==> run_1/m4.png <==
Supply wires on this layer in gray.
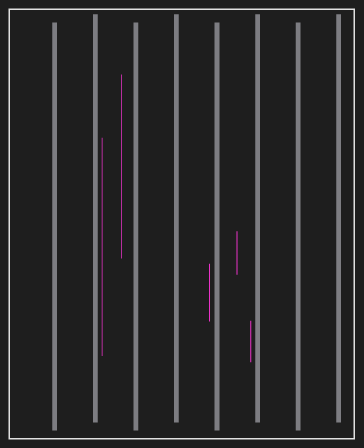
==> run_1/closeup.png <==
Bar = 10 microns. Region (42, 57) to (72, 87) microns. Cells in gray, sequential cells in the stronger gray; small squares are vias.
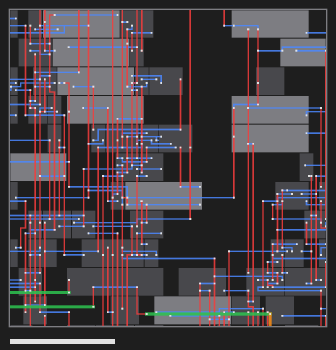
==> run_1/clock_nets.png <==
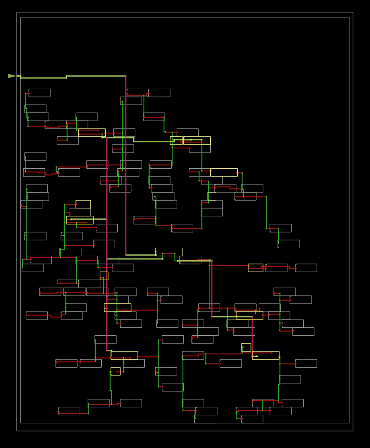
[config.mk]
export PLATFORM = sky130hd
export DESIGN_NAME = step_clock_gen
export DESIGN_NICKNAME = d
export VERILOG_FILES = /design/src/rtl/step_clock_gen_pkg.sv /design/src/rtl/step_clock_gen_sync_debounce.sv /design/src/rtl/step_clock_gen.sv
export SDC_FILE = /design/constraint.sdc
export NUM_CORES = 1
export LEC_CHECK = 0
export CAP_MARGIN = 20
export CORE_ASPECT_RATIO = 1.25
export CORE_UTILIZATION = 30
export DETAILED_ROUTE_END_ITERATION = 10
export RECOVER_POWER = 25
export SLEW_MARGIN = 20
export SYNTH_ARGS = -nofsm -noshare
export SYNTH_HDL_FRONTEND = slang
export SYNTH_SLANG_ARGS = --single-unit
export TNS_END_PERCENT = 20
[constraint.sdc]
create_clock -name clk -period 2.7 [get_ports clk]
set_input_delay 0.405 -clock clk [delete_from_list [all_inputs] [get_ports clk]]
set_output_delay 0.405 -clock clk [all_outputs]
set_load 0.01 [all_outputs]
[src/rtl/step_clock_gen_pkg.sv]
// Shared types and default timing for the step clock generator.
package step_clock_gen_pkg;

    typedef enum logic [1:0] {
        ST_IDLE     = 2'd0,
        ST_PULSE_HI = 2'd1,
        ST_PULSE_LO = 2'd2
    } state_e;

    localparam int unsigned DEF_DEBOUNCE_CYCLES = 1_000_000;
    localparam int unsigned DEF_CLK_HIGH_CYCLES = 1000;
    localparam int unsigned DEF_CLK_LOW_CYCLES  = 1000;
    localparam int unsigned DEF_RUN_PERIOD      = 100_000_000;
    localparam int unsigned COUNT_W             = 16;

    function automatic int unsigned max_u(input int unsigned a, input int unsigned b);
        return (a > b) ? a : b;
    endfunction

endpackage

[src/rtl/step_clock_gen_sync_debounce.sv]
// Two-flop synchronizer followed by a stability-counter debouncer.
module step_clock_gen_sync_debounce
    import step_clock_gen_pkg::*;
#(
    parameter int unsigned DEBOUNCE_CYCLES = DEF_DEBOUNCE_CYCLES
) (
    input  logic clk,
    input  logic rst,
    input  logic din,
    output logic dout
);

    localparam int unsigned CNT_W = $clog2(DEBOUNCE_CYCLES + 1);

    logic             sync1_q, sync1_d;
    logic             sync2_q, sync2_d;
    logic             db_q, db_d;
    logic [CNT_W-1:0] cnt_q, cnt_d;

    // Any cycle where the synced input agrees with the held level restarts the count.
    always_comb begin
        sync1_d = din;
        sync2_d = sync1_q;
        db_d    = db_q;
        cnt_d   = '0;
        if (sync2_q != db_q) begin
            if (cnt_q == CNT_W'(DEBOUNCE_CYCLES - 1)) begin
                db_d = ~db_q;
            end else begin
                cnt_d = cnt_q + CNT_W'(1);
            end
        end
    end

    always_ff @(posedge clk) begin
        if (rst) begin
            sync1_q <= 1'b0;
            sync2_q <= 1'b0;
            db_q    <= 1'b0;
            cnt_q   <= '0;
        end else begin
            sync1_q <= sync1_d;
            sync2_q <= sync2_d;
            db_q    <= db_d;
            cnt_q   <= cnt_d;
        end
    end

    assign dout = db_q;

endmodule

[src/rtl/step_clock_gen.sv]
// Pipeline clock source: debounced single-step button or periodic free-run pulses.
module step_clock_gen
    import step_clock_gen_pkg::*;
#(
    parameter int unsigned DEBOUNCE_CYCLES = DEF_DEBOUNCE_CYCLES,
    parameter int unsigned CLK_HIGH_CYCLES = DEF_CLK_HIGH_CYCLES,
    parameter int unsigned CLK_LOW_CYCLES  = DEF_CLK_LOW_CYCLES,
    parameter int unsigned RUN_PERIOD      = DEF_RUN_PERIOD
) (
    input  logic                clk,
    input  logic                rst,
    input  logic                btn_step,
    input  logic                sw_run,
    output logic                cpu_clk,
    output logic                step_strobe,
    output logic [COUNT_W-1:0]  step_count,
    output logic                busy
);

    localparam int unsigned RUN_W  = $clog2(RUN_PERIOD + 1);
    localparam int unsigned PH_MAX = max_u(CLK_HIGH_CYCLES, CLK_LOW_CYCLES);
    localparam int unsigned PH_W   = $clog2(PH_MAX + 1);

    logic               db_btn, db_run;
    logic               db_btn_q, db_btn_d;
    logic               press_q, press_d;
    logic [RUN_W-1:0]   run_cnt_q, run_cnt_d;
    logic               run_tick_c, trigger_c;
    state_e             state_q, state_d;
    logic [PH_W-1:0]    phase_q, phase_d;
    logic               cpu_clk_q, cpu_clk_d;
    logic               strobe_q, strobe_d;
    logic [COUNT_W-1:0] count_q, count_d;
    logic               busy_q, busy_d;

    step_clock_gen_sync_debounce #(.DEBOUNCE_CYCLES(DEBOUNCE_CYCLES)) u_db_btn (
        .clk  (clk),
        .rst  (rst),
        .din  (btn_step),
        .dout (db_btn)
    );

    step_clock_gen_sync_debounce #(.DEBOUNCE_CYCLES(DEBOUNCE_CYCLES)) u_db_run (
        .clk  (clk),
        .rst  (rst),
        .din  (sw_run),
        .dout (db_run)
    );

    always_comb begin
        db_btn_d   = db_btn;
        press_d    = db_btn & ~db_btn_q;
        run_tick_c = db_run && (run_cnt_q == RUN_W'(RUN_PERIOD - 1));
        run_cnt_d  = '0;
        if (db_run && !run_tick_c) begin
            run_cnt_d = run_cnt_q + RUN_W'(1);
        end
        trigger_c  = (press_q & ~db_run) | (run_tick_c & db_run);

        state_d    = state_q;
        phase_d    = phase_q;
        cpu_clk_d  = cpu_clk_q;
        strobe_d   = 1'b0;
        count_d    = count_q;

        // Triggers outside IDLE are dropped; a mode change only matters once back in IDLE.
        case (state_q)
            ST_IDLE: begin
                cpu_clk_d = 1'b0;
                if (trigger_c) begin
                    state_d   = ST_PULSE_HI;
                    phase_d   = PH_W'(CLK_HIGH_CYCLES - 1);
                    cpu_clk_d = 1'b1;
                    strobe_d  = 1'b1;
                    count_d   = count_q + COUNT_W'(1);
                end
            end
            ST_PULSE_HI: begin
                if (phase_q == '0) begin
                    state_d   = ST_PULSE_LO;
                    phase_d   = PH_W'(CLK_LOW_CYCLES - 1);
                    cpu_clk_d = 1'b0;
                end else begin
                    phase_d = phase_q - PH_W'(1);
                end
            end
            ST_PULSE_LO: begin
                if (phase_q == '0) begin
                    state_d = ST_IDLE;
                end else begin
                    phase_d = phase_q - PH_W'(1);
                end
            end
            default: begin
                state_d   = ST_IDLE;
                cpu_clk_d = 1'b0;
            end
        endcase

        busy_d = (state_d != ST_IDLE);
    end

    always_ff @(posedge clk) begin
        if (rst) begin
            db_btn_q  <= 1'b0;
            press_q   <= 1'b0;
            run_cnt_q <= '0;
            state_q   <= ST_IDLE;
            phase_q   <= '0;
            cpu_clk_q <= 1'b0;
            strobe_q  <= 1'b0;
            count_q   <= '0;
            busy_q    <= 1'b0;
        end else begin
            db_btn_q  <= db_btn_d;
            press_q   <= press_d;
            run_cnt_q <= run_cnt_d;
            state_q   <= state_d;
            phase_q   <= phase_d;
            cpu_clk_q <= cpu_clk_d;
            strobe_q  <= strobe_d;
            count_q   <= count_d;
            busy_q    <= busy_d;
        end
    end

    assign cpu_clk     = cpu_clk_q;
    assign step_strobe = strobe_q;
    assign step_count  = count_q;
    assign busy        = busy_q;

endmodule

==> impl_metrics.py, run 1 <==
# Physical implementation metrics
metrics = {
    "grt": {
        "use_met3_pct": 3.14,
        "top_usage_layer": "met2",
        "track_usage_pct": 13.0,
        "grt_max_degree": 28,
        "use_met1_pct": 14.9,
        "grt_pass1_vias": 3701,
        "antenna_found_initial": 0,
    },
    "detailed_routing": {
        "ant_nets": 0,
        "drt-total-wl_microns": 9820,
        "drt-vias-per-instance": 4.94,
        "drtIter0Drc": 163,
        "wl_per_cell_microns": 12.4,
    },
    "placed_design": {
        "place_congestion": 0.808,
        "dp_slack_ns": 0.263,
    },
    "clock_tree": {
        "postCtsSetupBuffers": 0,
        "clk_pin_slew_ns": 0.07,
        "clock-root-buffer": "clkbuf_16",
        "htree_levels": 3,
        "insertion_delay_ns": 0.35,
        "cts_tree": "built",
    },
    "timing": {
        "tightest_slew_ns": 1.15,
        "period_used_pct": 91.2,
        "rsz0062_at_grt": "no",
        "setup_viol": 0,
        "hold_viol": 0,
        "worst_hold_slack_ns": 0.397,
        "period_needed_ns": 2.46,
        "setup_tns_ns": 0,
    },
    "synth": {
        "edf_count": 0,
        "ys_area_sq_um": 4780,
        "synthArstFlopShare_pct": 0,
        "syn-instance-count": 551,
        "common_cells": "106 x dfxtp_1, 93 x nor2_1, 49 x xor2_1",
        "syn_area_per_cell_sq_um": 8.68,
        "yosysTopAreaCell": "dfxtp_1",
        "ys.warnings.count": 0,
        "ys_seq_share_pct": 44.4,
    },
    "worst_hold_path": {
        "min_path_cells": 1,
        "hp-class": "reg2reg",
        "hold_path_startpoint": "db_btn_q",
    },
    "cells_and_area": {
        "fin_nets": 587,
        "antenna_cells": 0,
        "fillers": 1651,
        "stdcell_count": 791,
        "drive_gt1_share_pct": 4.84,
    },
    "setup_path": {
        "critical_path_class": "reg2reg",
        "ff2ff_setup_slack_ns": 0.24,
        "crit_slowest_cell": "or4_1",
        "crit_arrival_ns": 2.73,
        "worst_path_dominant_cell_family": "simple AND/OR/NAND/NOR gates",
        "r2r-start": "run_cnt_q[0]",
        "crit_chain": "ha_1, nand3_1, or4_1, o21a_1, or4_1, a21oi_1",
        "worst_path_largest_cell_delay_ns": 0.60,
        "worst-path-max-fanout": 23,
    },
    "floorplan": {
        "die_area_sq_um": 16400,
        "die_w_microns": 115,
        "fp.dieH_microns": 143,
        "num_rows": 51,
    },
    "status": {
        "status": "complete, no violations",
    },
    "power_and_ir_drop": {
        "ir_drop_mv": 0.280,
        "pwr_density_cell_nw_per_um2": 521,
    },
    "job": {
        "openroad.warnings": 29,
    },
}
About m4.png:
main direction	vertical
share of all routed wire	1.8%
nets with wire on the layer	3

About closeup.png:
color	layer
red	M2
orange	M4
blue	M1
green	M3
cells with their middle in the window	52
netlist names of flops here include	`run_cnt_q` (6), `phase_q` (3)
most frequent	dfxtp_1 (11), nor2_1 (7)
sequential cells in the window	11

About clock_nets.png:
# clk buffers: 11
CTS Buf Count: 9
Worst Skew: 0.00715 ns

run 1: per-layer routing:
metal | vias up | routed length (microns)
met4 | 0 | 180
met1 | 1861 | 4500
met5 | - | 0
met2 | 41 | 4860
li1 | 1995 | -
met3 | 13 | 278
run 1: timing repair:
item	4_1_cts	5_1_grt
gates resized	0	1
hold buffers	0	0
setup endpoints to repair	0	2
run 1: worst max-delay path by stage:
stage	depth (start not counted)	end	startpoint
floorplan	7	step_count[13]	run_cnt_q[0]
global placement	7	step_count[7]	run_cnt_q[0]
detailed placement	7	step_count[3]	run_cnt_q[0]
CTS	6	step_count[11]	run_cnt_q[0]
global route	7	step_count[3]	run_cnt_q[0]
finish	6	step_count[11]	run_cnt_q[0]
run 1: report_power, final:
group           total, W  switching (W)  internal, W
logic          0.0000274      0.0000194   0.00000803
registers        0.00157     0.00000241      0.00157
clock network    0.00129       0.000604     0.000688
total            0.00289       0.000625      0.00226
run 1: flip-flops by register name, summed over array words and instances, names as in the netlist:
name,cells
run_cnt_q,27
u_db_btn.cnt_q,20
u_db_run.cnt_q,20
step_count,16
phase_q,10
state_q,2
busy,1
cpu_clk,1
db_btn_q,1
press_q,1
step_strobe,1
u_db_btn.dout,1
u_db_btn.sync1_q,1
u_db_btn.sync2_q,1
u_db_run.dout,1
u_db_run.sync1_q,1
u_db_run.sync2_q,1
run 1: logic make-up after synthesis:
family / Yosys count / synth area share [%]
DFF: 106 / 44.4
and+or+nand+nor: 265 / 28.2
muxes: 4 / 0.864
adders and majority gates: 9 / 2.36
buffers and inverters: 35 / 2.90
AOI/OAI and AO/OA: 65 / 9.00
xor gates and xnor gates: 67 / 12.3
run 1: layout make-up:
cell class | instances | area share, %
repair buffers | 30 | 4.92
multi-input cells | 410 | 45.5
flip-flops and latches | 106 | 38.3
clock buffers | 11 | 4.56
inverters | 17 | 1.15
well taps | 212 | 4.78
clock inverters | 5 | 0.790
run 1: worst register-to-register path: stages (launching register included):
cell and delay, ns:
dfxtp_1 0.37, ha_1 0.21, nand3_1 0.10, or4_1 0.52, o21a_1 0.42, or4_1 0.60
a21oi_1 0.16
run 1: stage by stage:
stage	total power [W]	util (%)
6_report	0.00289	35.6
5_1_grt	0.00300	35.6
4_1_cts	0.00293	35.6
3_5_place_dp	0.00163	33.7
3_3_place_gp	0.00163	33.7
2_1_floorplan	0.00162	-
run 1: cells in the final DEF (no fill, tap or decap), drive strengths merged, types with 2 or more instances in the layout:
master         count
nand2             32
dlygate4sd3       20
nor2b              6
mux2i              3
and3              12
nand4             28
clkdlybuf4s50      2
o21ai             16
o2111ai            3
nand3             37
nor3               8
a21oi             18
clkinvlp           2
clkbuf            13
xor2              49
and2               2
buf                6
nor2              93
clkinv             2
xnor2             18
o211ai             3
dfxtp            106
inv               18
and4               6
o311ai             2
nor3b              2
or4               11
or3                8
nor4b              5
a211oi             3
nor4               9
o31ai             10
ha                 9
## Run 2: what changed since run 1
--- a/config.mk
+++ b/config.mk
@@ -10,7 +10,7 @@
 export CORE_UTILIZATION = 30
 export DETAILED_ROUTE_END_ITERATION = 10
 export RECOVER_POWER = 25
-export SLEW_MARGIN = 20
+export REMOVE_ABC_BUFFERS = 1
 export SYNTH_ARGS = -nofsm -noshare
 export SYNTH_HDL_FRONTEND = slang
 export SYNTH_SLANG_ARGS = --single-unit
==> run_2/m1.png <==
Supply wires on this layer in gray.
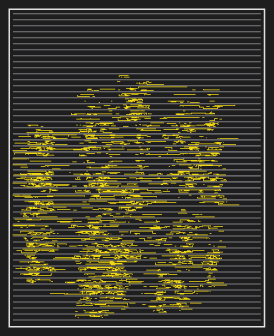
nets with wire on the layer	555
wire length on this layer	4610 microns
share of all routed wire	46%
main direction	horizontal
longest straight run	27.8 microns

==> run_2/closeup.png <==
Bar = 10 microns. Region (42, 57) to (72, 87) microns. Cells in gray, sequential cells in the stronger gray; small squares are vias.
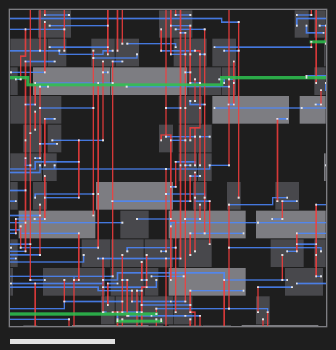
color	layer
red	M2
blue	M1
green	M3
most frequent	nor2_1 (9), dfxtp_1 (8), xor2_1 (5)
netlist names of flops here include	`run_cnt_q` (6)
cells with their middle in the window	51
sequential cells in the window	8

==> run 2 against run 1 <==
Effect of this change: power increased by 11%; global-route usage rose by 0.14 points; clock skew about the same; non-clock buffer count rose by 1; worst hold slack got worse by 0.011 ns; flip-flop count is the same; fmax fell by 0.71%; core utilization up 0.55 points; via count rose by 1.1%; highest routed layer unchanged.
==> impl_metrics.py, run 2 <==
# Physical implementation metrics
metrics = {
    "status": {
        "status": "complete, no violations",
    },
    "power_and_ir_drop": {
        "total_power_w": 0.00321,
        "power.switching_w": 0.000606,
        "p_sw_share_pct": 18.9,
        "pwr-share-comb_pct": 0.9,
        "ir_drop_mv": 0.252,
        "p_int_w": 0.00260,
        "seq_power_share_pct": 48.9,
        "clkPwrFrac_pct": 50.2,
    },
    "setup_path": {
        "ff2ff_setup_slack_ns": 0.22,
        "crit_arrival_ns": 2.76,
        "r2r-start": "run_cnt_q[0]",
        "worst-path-max-fanout": 21,
        "critical_path_class": "reg2reg",
    },
    "timing": {
        "setup_viol": 0,
        "period_used_pct": 91.8,
        "setup_tns_ns": 0,
        "skew_ns": 0.00688,
        "worst_hold_slack_ns": 0.386,
        "tightest_slew_ns": 0.812,
        "period_needed_ns": 2.48,
    },
    "cells_and_area": {
        "drive_gt1_share_pct": 5.00,
        "fillers": 1598,
        "layout_top_registers": "run_cnt_q: 27 flops, u_db_btn.cnt_q: 20 flops, u_db_run.cnt_q: 20 flops",
        "largest_reg_flops": 27,
        "fin_nets": 588,
        "antenna_cells": 0,
        "regMostFlops": "run_cnt_q",
        "layout.cells.most_common": "dfxtp_1",
        "fin_area_sq_um": 5630,
        "lay_top_cells": "106 x dfxtp_1, 93 x nor2_1, 49 x xor2_1, 37 x nand3_1, 32 x nand2_1",
    },
    "clock_tree": {
        "htree_levels": 3,
        "cts_buffers": 9,
        "clk_pin_slew_ns": 0.07,
        "cts_sinks": 106,
        "clock-root-buffer": "clkbuf_16",
        "cts_tree": "built",
    },
    "detailed_routing": {
        "wl_per_cell_microns": 12.7,
        "ant_nets": 0,
        "drtIter0Drc": 215,
        "drt-total-wl_microns": 10100,
        "drt-vias-per-instance": 4.99,
    },
    "synth": {
        "ys_area_sq_um": 4780,
        "edf_count": 0,
        "synthArstFlopShare_pct": 0,
        "syn_area_per_cell_sq_um": 8.68,
        "syn-instance-count": 551,
        "ys.warnings.count": 0,
        "ys_seq_share_pct": 44.4,
        "yosysTopAreaCell": "dfxtp_1",
        "common_cells": "106 x dfxtp_1, 93 x nor2_1, 49 x xor2_1",
    },
    "floorplan": {
        "coreArea_sq_um": 15600,
        "num_rows": 51,
        "fp.dieH_microns": 143,
        "die_area_sq_um": 16400,
    },
    "grt": {
        "grt_pass1_vias": 3826,
        "antenna_found_initial": 0,
        "grt_max_degree": 24,
    },
    "placed_design": {
        "place_congestion": 0.825,
    },
    "worst_hold_path": {
        "hp-class": "reg2reg",
        "hold_path_startpoint": "db_btn_q",
        "min_path_cells": 1,
    },
}
-- run 2: worst max path at each step --
stage                          end    startpoint  depth (start not counted)
floorplan           step_count[11]  run_cnt_q[0]                          6
detailed placement   step_count[4]  run_cnt_q[0]                          7
CTS                  step_count[4]  run_cnt_q[0]                          7
global placement     step_count[4]  run_cnt_q[0]                          7
finish               step_count[4]  run_cnt_q[0]                          7
global route            phase_q[0]    phase_q[0]                          7
-- run 2: repair_timing --
item | CTS | global route
gates resized | 0 | 1
setup endpoints to repair | 0 | 6
hold buffers | 0 | 0
-- run 2: logic make-up (layout without fill, tap and decap cells) --
logic type / count (synthesis) / count (layout) / synth area share [%]
AOI/OAI and AO/OA: 65 / 65 / 9.00
xor gates and xnor gates: 67 / 67 / 12.3
adders and majority gates: 9 / 9 / 2.36
buffers and inverters: 35 / 64 / 2.90
DFF: 106 / 106 / 44.4
muxes: 4 / 4 / 0.864
and+or+nand+nor: 265 / 265 / 28.2
-- run 2: critical path, stage by stage, from the launching register on --
cell     delay [ns]
dfxtp_1        0.38
ha_1           0.22
nand3_1        0.11
or4_1          0.52
o21a_1         0.41
buf_4          0.29
or3_1          0.35
a21oi_1        0.14
-- run 2: metal layers --
layer | track usage (%) | vias to the layer above | part of all wire [%]
li1 | - | 2002 | -
met1 | 15.1 | 1864 | 46
met2 | 22.7 | 73 | 49
met3 | 2.55 | 14 | 3.3
met4 | 7.25 | 0 | 2.1
met5 | 0 | - | 0
-- run 2: per-stage QoR --
stage          cells  setup WS (ns)  util (%)
3_5_place_dp     776          0.213      33.8
2_1_floorplan    533          0.383         -
4_1_cts          792          0.222      36.2
5_1_grt          792         0.0287      36.2
6_report         792          0.220      36.2
3_3_place_gp     776          0.287      33.8
-- run 2: power groups by stage --
stage / sequential (W) / clock [W] / combinational, W
2_1_floorplan: 0.00160 / 0 / 0.0000101
3_3_place_gp: 0.00160 / 0 / 0.0000305
3_5_place_dp: 0.00160 / 0 / 0.0000308
4_1_cts: 0.00157 / 0.00165 / 0.0000310
5_1_grt: 0.00157 / 0.00172 / 0.0000322
6_report: 0.00157 / 0.00161 / 0.0000289
-- run 2: final cells by class --
type / count / area (sq um) / area share, %
Sequential cell: 106 / 2120 / 37.7
Inverter: 17 / 63.8 / 1.13
Clock inverter: 6 / 136 / 2.42
Tap cell: 212 / 265 / 4.71
Multi-Input combinational cell: 410 / 2520 / 44.8
Timing Repair Buffer: 31 / 280 / 4.98
Clock buffer: 10 / 239 / 4.24
Power is estimated from default activity; no workload was simulated.
